Figure 1. Placed standard cells (run 1).
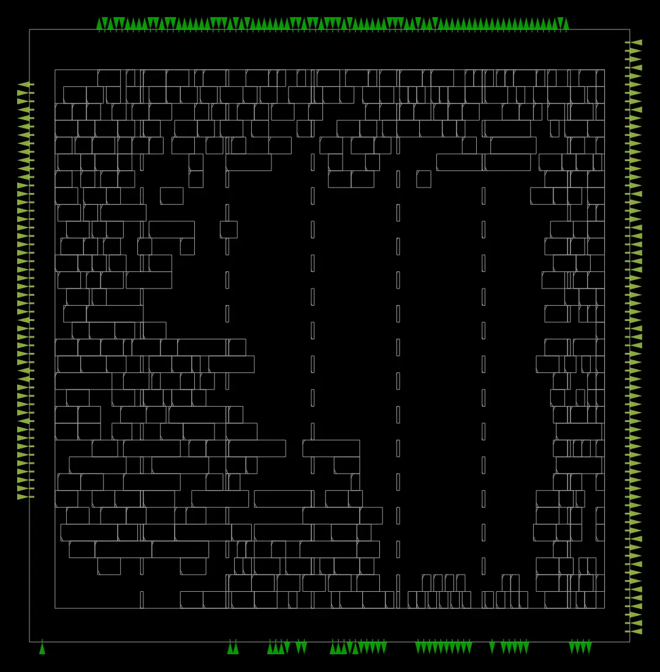
Figure 2. Where the registers sit (run 1).
Other sequential cells in the stronger grey, the rest of the logic in the fainter grey.
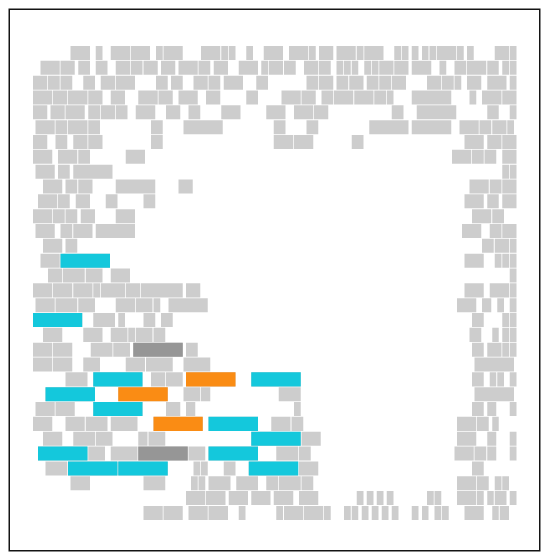
Figure 3. Cell classes on the final placement (run 1).
Fill, decap, tap and diode cells in grey.
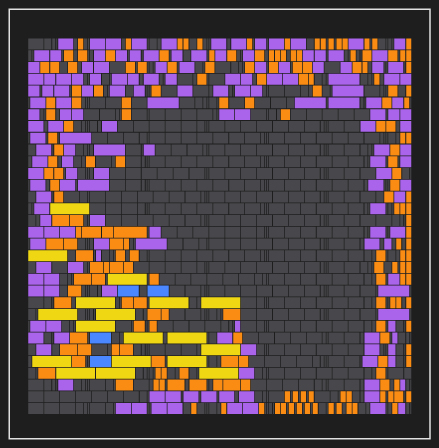
## config.mk

```make
export PLATFORM = sky130hd
export DESIGN_NAME = snoop_resp
export DESIGN_NICKNAME = d
export VERILOG_FILES = /design/src/rtl/smp_pkg.sv /design/src/rtl/snoop_wb.sv /design/src/rtl/snoop_resp.sv
export SDC_FILE = /design/constraint.sdc
export NUM_CORES = 1
export LEC_CHECK = 0
export CAP_MARGIN = 20
export CORE_AREA = 4 4 93 95
export CTS_CLUSTER_DIAMETER = 80
export DETAILED_ROUTE_END_ITERATION = 10
export DIE_AREA = 0 0 97 99
export PLACE_DENSITY = 0.81
export RECOVER_POWER = 50
export SLEW_MARGIN = 10
export SYNTH_ARGS = -nofsm -noshare
export SYNTH_HDL_FRONTEND = slang
export SYNTH_SLANG_ARGS = --single-unit
```

## constraint.sdc

```tcl
create_clock -name clk -period 4.7 [get_ports clk]
set_input_delay 1.175 -clock clk [delete_from_list [all_inputs] [get_ports clk]]
set_output_delay 1.175 -clock clk [all_outputs]
set_load 0.03 [all_outputs]
```

## src/rtl/smp_pkg.sv

```systemverilog
// smp_pkg: shared coherence types for the snoop responder.
// Line/address widths and MSI encodings used by snoop_resp and snoop_wb.
package smp_pkg;

  localparam int LINE_W  = 64;
  localparam int BOCI_W  = 13;
  localparam int DMEM_AW = 11;

  typedef enum logic [1:0] {
    INVALID  = 2'b00,
    SHARED   = 2'b01,
    MODIFIED = 2'b10
  } block_state_t;

  typedef enum logic [2:0] {
    IDLE,
    LOOKUP,
    RESP,
    WB,
    UPDATE
  } snoop_state_t;

  // 2'b11 is not a legal MSI state and reads as a miss
  function automatic logic is_valid(input logic [1:0] s);
    return (s == SHARED) || (s == MODIFIED);
  endfunction

endpackage

```

## src/rtl/snoop_wb.sv

```systemverilog
// snoop_wb: holds a MODIFIED line for d_mem writeback.
// Request stays asserted with stable addr/data until u_rdy.
module snoop_wb
  import smp_pkg::*;
(
  input  logic               clk,
  input  logic               rst_n,
  input  logic               start,
  input  logic [DMEM_AW-1:0] addr,
  input  logic [LINE_W-1:0]  line,
  input  logic               u_rdy,
  output logic               wb_we,
  output logic [DMEM_AW-1:0] wb_addr,
  output logic [LINE_W-1:0]  wb_line
);

  logic               we_q;
  logic [DMEM_AW-1:0] addr_q;
  logic [LINE_W-1:0]  line_q;

  // capture line on start, drop request on the acknowledged cycle
  always_ff @(posedge clk or negedge rst_n) begin
    if (!rst_n) begin
      we_q   <= 1'b0;
      addr_q <= '0;
      line_q <= '0;
    end else if (start) begin
      we_q   <= 1'b1;
      addr_q <= addr;
      line_q <= line;
    end else if (we_q && u_rdy) begin
      we_q   <= 1'b0;
    end
  end

  assign wb_we   = we_q;
  assign wb_addr = we_q ? addr_q : '0;
  assign wb_line = we_q ? line_q : '0;

endmodule

```

## src/rtl/snoop_resp.sv

```systemverilog
// snoop_resp: per-CPU snoop responder (lookup, forward, downgrade).
// SNOOP_WB_EN: when defined, MODIFIED hits write back via snoop_wb.
module snoop_resp
  import smp_pkg::*;
#(
  parameter int INDEX_W = 5
) (
  input  logic                      clk,
  input  logic                      rst_n,
  input  logic                      cpu_search,
  input  logic                      invalidate_from_other_cpu,
  input  logic [BOCI_W-1:0]         BOCI,
  output logic                      cpu_search_found,
  output logic [LINE_W-1:0]         send_other_proc_data,
  output logic                      snoop_done,
  output logic                      snoop_busy,
  output logic [INDEX_W-1:0]        snp_idx,
  input  logic [BOCI_W-INDEX_W-1:0] snp_tag_rd,
  input  logic [1:0]                snp_state_rd,
  input  logic [LINE_W-1:0]         snp_line_rd,
  output logic                      snp_state_we,
  output logic [1:0]                snp_state_wdata,
  output logic                      wb_we,
  output logic [DMEM_AW-1:0]        wb_addr,
  output logic [LINE_W-1:0]         wb_line,
  input  logic                      u_rdy
);

  snoop_state_t        state, state_d;
  logic [BOCI_W-1:0]   boci_q;
  logic                inv_q;
  block_state_t        new_q, new_d;
  logic                req;
  logic                hit;
  logic                wb_start;

  assign req = cpu_search | invalidate_from_other_cpu;
  assign hit = (snp_tag_rd == boci_q[BOCI_W-1:INDEX_W]) &&
               is_valid(snp_state_rd);

  // state register plus request capture in IDLE
  always_ff @(posedge clk or negedge rst_n) begin
    if (!rst_n) begin
      state  <= IDLE;
      boci_q <= '0;
      inv_q  <= 1'b0;
      new_q  <= INVALID;
    end else begin
      state  <= state_d;
      new_q  <= new_d;
      if (state == IDLE && req) begin
        boci_q <= BOCI;
        inv_q  <= invalidate_from_other_cpu;
      end
    end
  end

  // next state and per-state outputs
  always_comb begin
    state_d              = state;
    new_d                = new_q;
    cpu_search_found     = 1'b0;
    send_other_proc_data = '0;
    snoop_done           = 1'b0;
    snp_idx              = '0;
    snp_state_we         = 1'b0;
    snp_state_wdata      = INVALID;
    wb_start             = 1'b0;
    unique case (state)
      IDLE: begin
        if (req) state_d = LOOKUP;
      end
      LOOKUP: begin
        snp_idx = boci_q[INDEX_W-1:0];
        state_d = RESP;
      end
      RESP: begin
        snp_idx          = boci_q[INDEX_W-1:0];
        cpu_search_found = hit;
        if (hit) send_other_proc_data = snp_line_rd;
        if (!hit) begin
          snoop_done = 1'b1;
          state_d    = IDLE;
        end else if (snp_state_rd == SHARED) begin
          if (inv_q) begin
            new_d   = INVALID;
            state_d = UPDATE;
          end else begin
            snoop_done = 1'b1;
            state_d    = IDLE;
          end
        end else begin
          new_d = inv_q ? INVALID : SHARED;
`ifdef SNOOP_WB_EN
          wb_start = 1'b1;
          state_d  = WB;
`else
          state_d  = UPDATE;
`endif
        end
      end
`ifdef SNOOP_WB_EN
      WB: begin
        snp_idx = boci_q[INDEX_W-1:0];
        if (u_rdy) state_d = UPDATE;
      end
`endif
      UPDATE: begin
        snp_idx         = boci_q[INDEX_W-1:0];
        snp_state_we    = 1'b1;
        snp_state_wdata = new_q;
        snoop_done      = 1'b1;
        state_d         = IDLE;
      end
      default: state_d = IDLE;
    endcase
  end

  assign snoop_busy = (state != IDLE);

  snoop_wb u_wb (
    .clk   (clk),
    .rst_n (rst_n),
    .start (wb_start),
    .addr  (boci_q[DMEM_AW-1:0]),
    .line  (snp_line_rd),
    .u_rdy (u_rdy),
    .wb_we (wb_we),
    .wb_addr(wb_addr),
    .wb_line(wb_line)
  );

endmodule
```

==> flow_summary.ini, run 1 <==
; synthesis and place-and-route metrics
[power]
power_in_combinational_cells_mw = 0.516
combinationalPowerShare_pct = 56.5
power.total_mw = 0.914
pwr_density_cell_nw_per_um2 = 272
static-leakage-power_nw = 1.63

[logic_synthesis]
synth-cells-yosys = 219
synth_async_sr_flop_share_pct = 100
synth-edff-count = 0
synth.yosys.chip_area_um2 = 1920
netlist-cell-type-count = 27
xor_xnor_cell_area_share_of_the_yosys_netlist_pct = 4.11
netlist.top_cell.by_instances = buf_4

[worst_setup_path]
cp-start-kind = primary input
startpoint_of_the_most_critical_setup_path = snp_state_rd[1]
cp_top_family = buffers and inverters
worstPathArrival_ns = 3.38
crit_path_cell_trace = clkdlybuf4s50_1 -> inv_1 -> ha_1 -> or4_4 -> nor4_4 -> buf_4 -> and2_1 -> clkbuf_1
reg2regPathDepth = 5
cp_num_cells = 8

[grt]
first_global_vias = 1582
wire_length_of_the_first_global_routing_pass_um = 8400
gr_overflow_total = 0

[cells_and_area]
final_area_um2 = 3360
n_clock_buffer = 4
most-common-layout-cells = clkdlybuf4s50_1, conb_1, and2_1, buf_4, dfrtp_1
seqAreaFraction_pct = 13.4
final.signal_buffer_count = 167

[floorplan]
fp.dieArea_um2 = 9600
core.rowCount = 32
core_util_floorplan_pct = 24.8

[outcome]
outcome = finished clean

[drt]
first_iter_violations = 12
finalWirelength_um = 5770

[timing]
timing.setup.tns_ns = 0
fin_crit_sh_pct = 97.0
slew_headroom_pct = 44.7
hold-worst-slack_ns = 0.488

[cts]
cts_htree_levels = 1
cts_sinks = 18
ctsLongestPathBuffers = 2
tritoncts_clock_tree = done

[run]
drv.max_cap_violation_count = 0

[placed_design]
place_hpwl_um = 5200
placed_cell_area_um2 = 3320
dp_cells = 478
-- Figure 1 (at the start) --
filler instances: 740
flop count: 18
placeable core area: 7730 µm²
post-layout instance count excluding filler cells: 483
tapcells inserted: 102

-- Figure 2 (at the start) --
| name in the netlist | colour | flops |
|---|---|---|
| state | orange | 3 |
| boci_q | cyan | 13 |
not coloured: 2

-- Figure 3 (at the start) --
| class | colour | cells |
|---|---|---|
| all other logic | orange | 192 |
| clock drivers and dummy loads | blue | 4 |
| other buffers and delay cells | purple | 167 |
| flip-flops | yellow | 18 |

==> run 2, diff against run 1 <==
--- a/config.mk
+++ b/config.mk
@@ -7,11 +7,12 @@
 export LEC_CHECK = 0
 export CAP_MARGIN = 20
 export CORE_AREA = 4 4 93 95
-export CTS_CLUSTER_DIAMETER = 80
+export CTS_CLUSTER_DIAMETER = 40
 export DETAILED_ROUTE_END_ITERATION = 10
 export DIE_AREA = 0 0 97 99
 export PLACE_DENSITY = 0.81
 export RECOVER_POWER = 50
+export REMOVE_ABC_BUFFERS = 1
 export SLEW_MARGIN = 10
 export SYNTH_ARGS = -nofsm -noshare
 export SYNTH_HDL_FRONTEND = slang
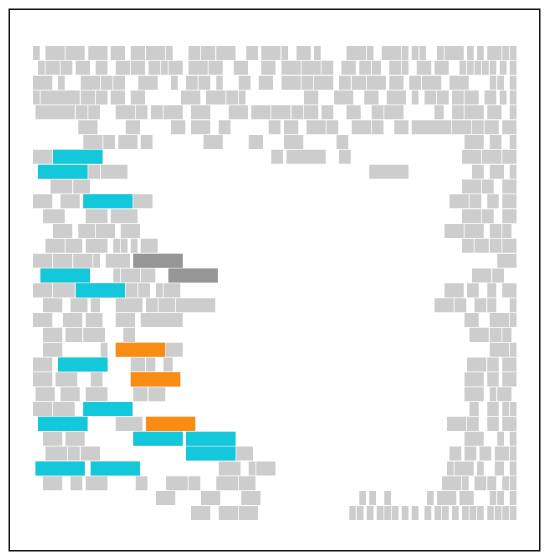
Figure 4: run 2, where the registers sit.
Other sequential cells in the stronger grey, the rest of the logic in the fainter grey.
| name in the netlist | colour | flops |
|---|---|---|
| boci_q | cyan | 13 |
| state | orange | 3 |

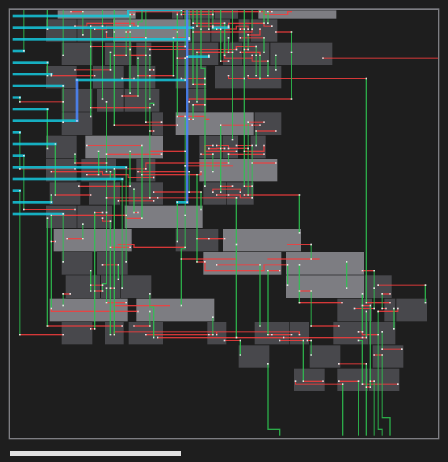
Figure 5: run 2, a small window of the routed layout.
Scale bar: 20 µm. Region (0, 0) to (50, 50) µm. Cells in grey, sequential cells in the stronger grey; small squares are vias.
| layer | colour |
|---|---|
| met2 | green |
| met3 | cyan |
| met4 | blue |
| met1 | red |
cells with their middle in the window: 75
netlist names of flops here include: boci_q (9), state (3)
most frequent: clkdlybuf4s50_1 (16), dfrtp_1 (12), mux2_2 (10)
sequential cells in the window: 12

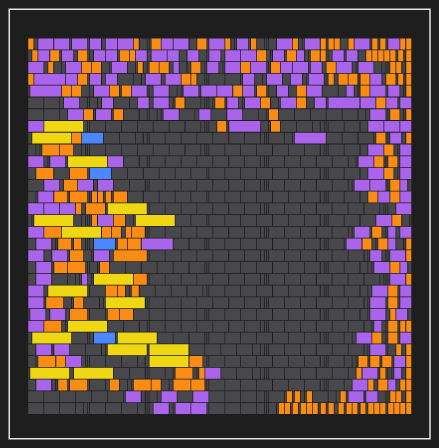
Figure 6: run 2, cell classes on the final placement.
Fill, decap, tap and diode cells in grey.
| class | colour | cells |
|---|---|---|
| all other logic | orange | 192 |
| flip-flops | yellow | 18 |
| clock drivers and dummy loads | blue | 4 |
| other buffers and delay cells | purple | 166 |

==> flow_summary.ini, run 2 <==
; synthesis and place-and-route metrics
[outcome]
outcome = finished clean

[timing]
timing.setup.tns_ns = 0
slew_headroom_pct = 44.0
fin_crit_sh_pct = 98.0
hold-worst-slack_ns = 0.487

[worst_setup_path]
cp_num_cells = 7
critical_path.max_stage_delay_ns = 0.62
cp-start-kind = primary input
startpoint_of_the_most_critical_setup_path = snp_state_rd[1]
worstPathArrival_ns = 3.43
reg2regPathDepth = 5
cp_top_family = buffers and inverters
reg2reg_from = state[0]
crit_path_cell_trace = clkdlybuf4s50_1 -> inv_1 -> ha_1 -> or4_4 -> nor4_1 -> o21bai_1 -> clkdlybuf4s50_1

[placed_design]
placed_cell_area_um2 = 3250
dp_cells = 477
place_hpwl_um = 5290

[cts]
post_cts_resize_count = 0
tritoncts_clock_tree = done
cts_htree_levels = 1
ctsLongestPathBuffers = 2
postCtsSetupBuffers = 0
cts_sinks = 18

[power]
combinationalPowerShare_pct = 56.6
power_in_combinational_cells_mw = 0.526
static-leakage-power_nw = 1.61
pwr_density_cell_nw_per_um2 = 283
power.total_mw = 0.930
sequential_cell_fraction_of_total_power_pct = 29.7

[logic_synthesis]
xor_xnor_cell_area_share_of_the_yosys_netlist_pct = 4.11
synth-cells-yosys = 219
netlist-cell-type-count = 27
synth.yosys.chip_area_um2 = 1920
synth-edff-count = 0
netlist.top_cell.by_instances = buf_4
synth_async_sr_flop_share_pct = 100

[floorplan]
core_util_floorplan_pct = 24.8
placeableCoreArea_um2 = 7730
n_tap_cell = 102
fp.dieArea_um2 = 9600
core.rowCount = 32

[cells_and_area]
post_layout_nonfiller_instances = 482
layout.filler_cells = 759
sequential_cell_total = 18
logic_area_um2 = 1110
most-common-layout-cells = clkdlybuf4s50_1, conb_1, and2_1, buf_4, dfrtp_1
n_clock_buffer = 4
layout.buffer.nonclock.area_share_pct = 46.8
largest_cell_class = buffers
number_of_flip_flops_under_the_largest_register_name = 13
seqAreaFraction_pct = 13.7
final.signal_buffer_count = 166

[worst_hold_path]
worstHoldPathCells = 1

[run]
drv.max_cap_violation_count = 0

[drt]
topRoutingLayerUsed = met4
first_pass_iters = 4
finalWirelength_um = 5950
first_iter_violations = 20

[grt]
grt_use_total_pct = 10.8
first_global_vias = 1629
gr_overflow_total = 0
wire_length_of_the_first_global_routing_pass_um = 8730
No activity file was given, so power comes from the tool's default toggle rates.
